<file path="src/rtl/bitonic_frame_packer.sv">
// bitonic_frame_packer
//   Front end for the two-stage 8-input bitonic sorter. It gathers a serial
//   stream of signed samples (valid/ready handshake) into 8-sample frames and
//   presents each frame on lanes a..h. A frame is held on a..h until downstream
//   takes the sorted result. The packer mirrors the sorter's one-cycle
//   register, so sort_valid is high exactly while the sorter outputs i..p hold
//   the sorted current frame. The next frame is collected while the current
//   one is settling or waiting.
//
//   Optional feature: define PACKER_FLUSH_EN to add the in_last port. A burst
//   that ends part-way through a frame is then padded with the most negative
//   value and released as a full frame.
//
// Ports
//   clk         clock
//   rst_n       asynchronous, active-low reset
//   in_data     signed input sample (N bits)
//   in_valid    in_data valid
//   in_ready    packer accepts in_data this cycle
//   in_last     last sample of a burst (PACKER_FLUSH_EN builds only)
//   a..h        frame lanes to the sorter; a is the oldest sample
//   sort_valid  sorter outputs i..p hold the sorted current frame
//   sort_ready  downstream has taken i..p; frees the frame
//   frame_cnt   number of frames released, wraps modulo 2^CNT_W
module bitonic_frame_packer #(
  parameter int N     = 7,
  parameter int CNT_W = 16
) (
  input  logic             clk,
  input  logic             rst_n,
  input  logic [N-1:0]     in_data,
  input  logic             in_valid,
  output logic             in_ready,
`ifdef PACKER_FLUSH_EN
  input  logic             in_last,
`endif
  output logic [N-1:0]     a,
  output logic [N-1:0]     b,
  output logic [N-1:0]     c,
  output logic [N-1:0]     d,
  output logic [N-1:0]     e,
  output logic [N-1:0]     f,
  output logic [N-1:0]     g,
  output logic [N-1:0]     h,
  output logic             sort_valid,
  input  logic             sort_ready,
  output logic [CNT_W-1:0] frame_cnt
);

  localparam logic [1:0] ST_EMPTY  = 2'd0;
  localparam logic [1:0] ST_SETTLE = 2'd1;
  localparam logic [1:0] ST_VALID  = 2'd2;

  // Pad value for flushed frames: it sorts to the lowest sorter outputs.
  localparam logic signed [N-1:0] PAD = {1'b1, {(N-1){1'b0}}};

  logic [2:0]          cnt;
  logic                coll_full;
  logic [1:0]          frame_state;
  logic signed [N-1:0] coll_p0 [8];
  logic signed [N-1:0] lane_p1 [8];
  logic                accept;
  logic                flush;
  logic                release_frame;
  logic                load;

  assign in_ready = rst_n & ~coll_full;
  assign accept   = in_valid & in_ready;

`ifdef PACKER_FLUSH_EN
  // in_last on the eighth sample is just a normal frame end.
  assign flush = accept & in_last & (cnt != 3'd7);
`else
  assign flush = 1'b0;
`endif

  assign sort_valid    = (frame_state == ST_VALID);
  assign release_frame = sort_valid & sort_ready;
  // The collect buffer moves into the lanes when no frame is held, or when
  // the held frame is released in the same cycle. That second case gives
  // back-to-back frames with no gap.
  assign load = coll_full & ((frame_state == ST_EMPTY) | release_frame);

  always_ff @(posedge clk or negedge rst_n) begin
    if (!rst_n) begin
      cnt         <= 3'd0;
      coll_full   <= 1'b0;
      frame_state <= ST_EMPTY;
      frame_cnt   <= '0;
    end else begin
      // accept needs coll_full low and load needs it high, so the two
      // branches never fire in the same cycle.
      if (accept) begin
        if ((cnt == 3'd7) || flush) begin
          cnt       <= 3'd0;
          coll_full <= 1'b1;
        end else begin
          cnt <= cnt + 3'd1;
        end
      end else if (load) begin
        coll_full <= 1'b0;
      end

      case (frame_state)
        ST_EMPTY:  if (load) frame_state <= ST_SETTLE;
        ST_SETTLE: frame_state <= ST_VALID;
        ST_VALID: begin
          if (release_frame) begin
            frame_cnt   <= frame_cnt + 1'b1;
            frame_state <= load ? ST_SETTLE : ST_EMPTY;
          end
        end
        default:   frame_state <= ST_EMPTY;
      endcase
    end
  end

  // ---- stage p0: collect buffer (contents are meaningless until coll_full)
  always_ff @(posedge clk) begin
    for (int i = 0; i < 8; i++) begin
      if (accept) begin
        if (3'(i) == cnt) begin
          coll_p0[i] <= in_data;
        end else if (flush && (3'(i) > cnt)) begin
          coll_p0[i] <= PAD;
        end
      end
    end
  end

  // ---- stage p1: frame lanes held for the sorter, changed only on a load
  always_ff @(posedge clk or negedge rst_n) begin
    if (!rst_n) begin
      for (int i = 0; i < 8; i++) lane_p1[i] <= '0;
    end else if (load) begin
      for (int i = 0; i < 8; i++) lane_p1[i] <= coll_p0[i];
    end
  end

  assign a = lane_p1[0];
  assign b = lane_p1[1];
  assign c = lane_p1[2];
  assign d = lane_p1[3];
  assign e = lane_p1[4];
  assign f = lane_p1[5];
  assign g = lane_p1[6];
  assign h = lane_p1[7];

endmodule
</file>
<file path="config.mk">
export PLATFORM = sky130hd
export DESIGN_NAME = bitonic_frame_packer
export DESIGN_NICKNAME = d
export VERILOG_FILES = /design/src/rtl/bitonic_frame_packer.sv
export SDC_FILE = /design/constraint.sdc
export NUM_CORES = 1
export LEC_CHECK = 0
export CORE_ASPECT_RATIO = 1.5
export CORE_MARGIN = 5
export CORE_UTILIZATION = 50
export CTS_BUF_LIST = sky130_fd_sc_hd__clkbuf_2 sky130_fd_sc_hd__clkbuf_4 sky130_fd_sc_hd__clkbuf_8
export CTS_CLUSTER_SIZE = 28
export DETAILED_ROUTE_END_ITERATION = 12
export DONT_BUFFER_PORTS = 1
export PLACE_DENSITY = 0.63
export SYNTH_ARGS = -nofsm -noshare
export SYNTH_HDL_FRONTEND = slang
export SYNTH_SLANG_ARGS = --single-unit
</file>
<file path="constraint.sdc">
create_clock -name clk -period 1.75 [get_ports clk]
set_clock_uncertainty 0.05 [all_clocks]
set_input_delay 0.175 -clock clk [delete_from_list [all_inputs] [get_ports clk]]
set_output_delay 0.175 -clock clk [all_outputs]
set_load 0.1 [all_outputs]
</file>
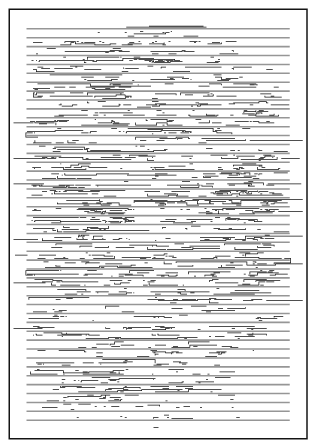
**Above:** M1 wires.
Supply wires on this layer in gray.
- longest straight run: 33.6 µm
- wire length on this layer: 3730 µm
- share of all routed wire: 41%
total routed wirelength: 9.217 mm
met1 usage: 19.29%
total vias in the final route: 2590

==> reports/qor.yml <==
grt:
  gr-total-overflow: 0
  grt_pass1_wl_mm: 14.97
  antenna_found_initial: 0
  grt_pass1_vias: 2856
critical_path:
  r2r_slack_ps: 130
  r2r-end: "h[2]"
  crit_buf_inv: 1
  endpoint_kind: "flop"
  cp_top_family: "simple AND/OR/NAND/NOR gates"
  arrival_ps: 1880
  cp_cell_sequence: "nor2b_1, nor3b_4, buf_12, mux2_2"
  path_depth: 4
  start_kind: "flop"
  cp_max_fo: 30
  slowest_delay_ps: 380
  worstSetupPathType: "flop to flop"
logic_synthesis:
  xor_share_pct: 2.697
  ys.flops: 134
  syn_area_per_cell_um2: 17.71
  synth.net_count: 293
  fa_ha_area_share_pct: 1.798
  ys_cells: 275
  synthTopLogicFamily: "multiplexers"
  edf_count: 56
  yosys_area_mm2: 0.004871
  simple_gate_share_pct: 5.651
final_timing:
  setup_viol: 0
  slew_headroom_pct: 63.89
  min_period_ps: 1619
  hold_slack_ps: -602.9
  hold_viol: 78
  worst_pin_slew_ps: 539.8
  setup-tns-final_ps: 0
  layout_setup_ws_ps: 130.5
route:
  ant_nets: 0
  routedWlPerCell_um: 18.40
  route.detailed.drc: 0
clocking:
  path_clk_slew_ps: 70
  insertion_delay_ps: 420
  htree_levels: 4
  cts.sinks: 134
  cts_setup_buffers: 0
  cts_tree: "yes"
  root_buffer: "clkbuf_8"
layout:
  layout-drive-gt1-share_pct: 41.19
  instances_no_fill: 501
  num-fill-cells: 698
  area_growth_pct: 26.07
  nNetsFinal: 392
die:
  core_mm2: 0.009634
  initial_core_util_pct: 50.56
  die_y_um: 130.9
status:
  violations: "hold timing"
  status: "finished, violations left"
placed_design:
  place_ws_ps: 128.0
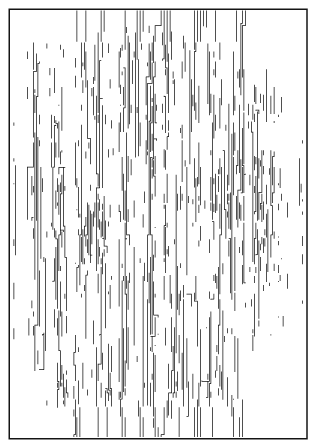
**Above:** signal wires on met2.
- nets with wire on the layer: 373
- share of all routed wire: 53%
met2 Resource Use GR: 28.71%

-- final cells by class --
cell class | instances | area [µm²] | share of cell area (%)
well taps | 115 | 143.9 | 2.343
inverters | 4 | 15.01 | 0.2445
clock buffers | 20 | 269.0 | 4.381
flip-flops and latches | 134 | 3662 | 59.64
multi-input cells | 130 | 1219 | 19.85
repair buffers | 87 | 700.7 | 11.41
clock inverters | 11 | 131.4 | 2.139
-- layer usage --
layer  up-vias  share of wire (%)  track usage [%]
met1      1323                 41            19.29
li1       1195                  -                -
met3         8                5.1            6.472
met4         0               0.97            5.784
met2        64                 53            28.71
met5         -                  0                0
-- cell families (layout without fill, tap and decap cells) --
logic type,count (synthesis),count (layout)
mux,58,58
simple gates,46,46
fa+ha+maj,7,7
buf+inv,11,122
compound gates,4,4
xor+xnor,15,15
flops,134,134
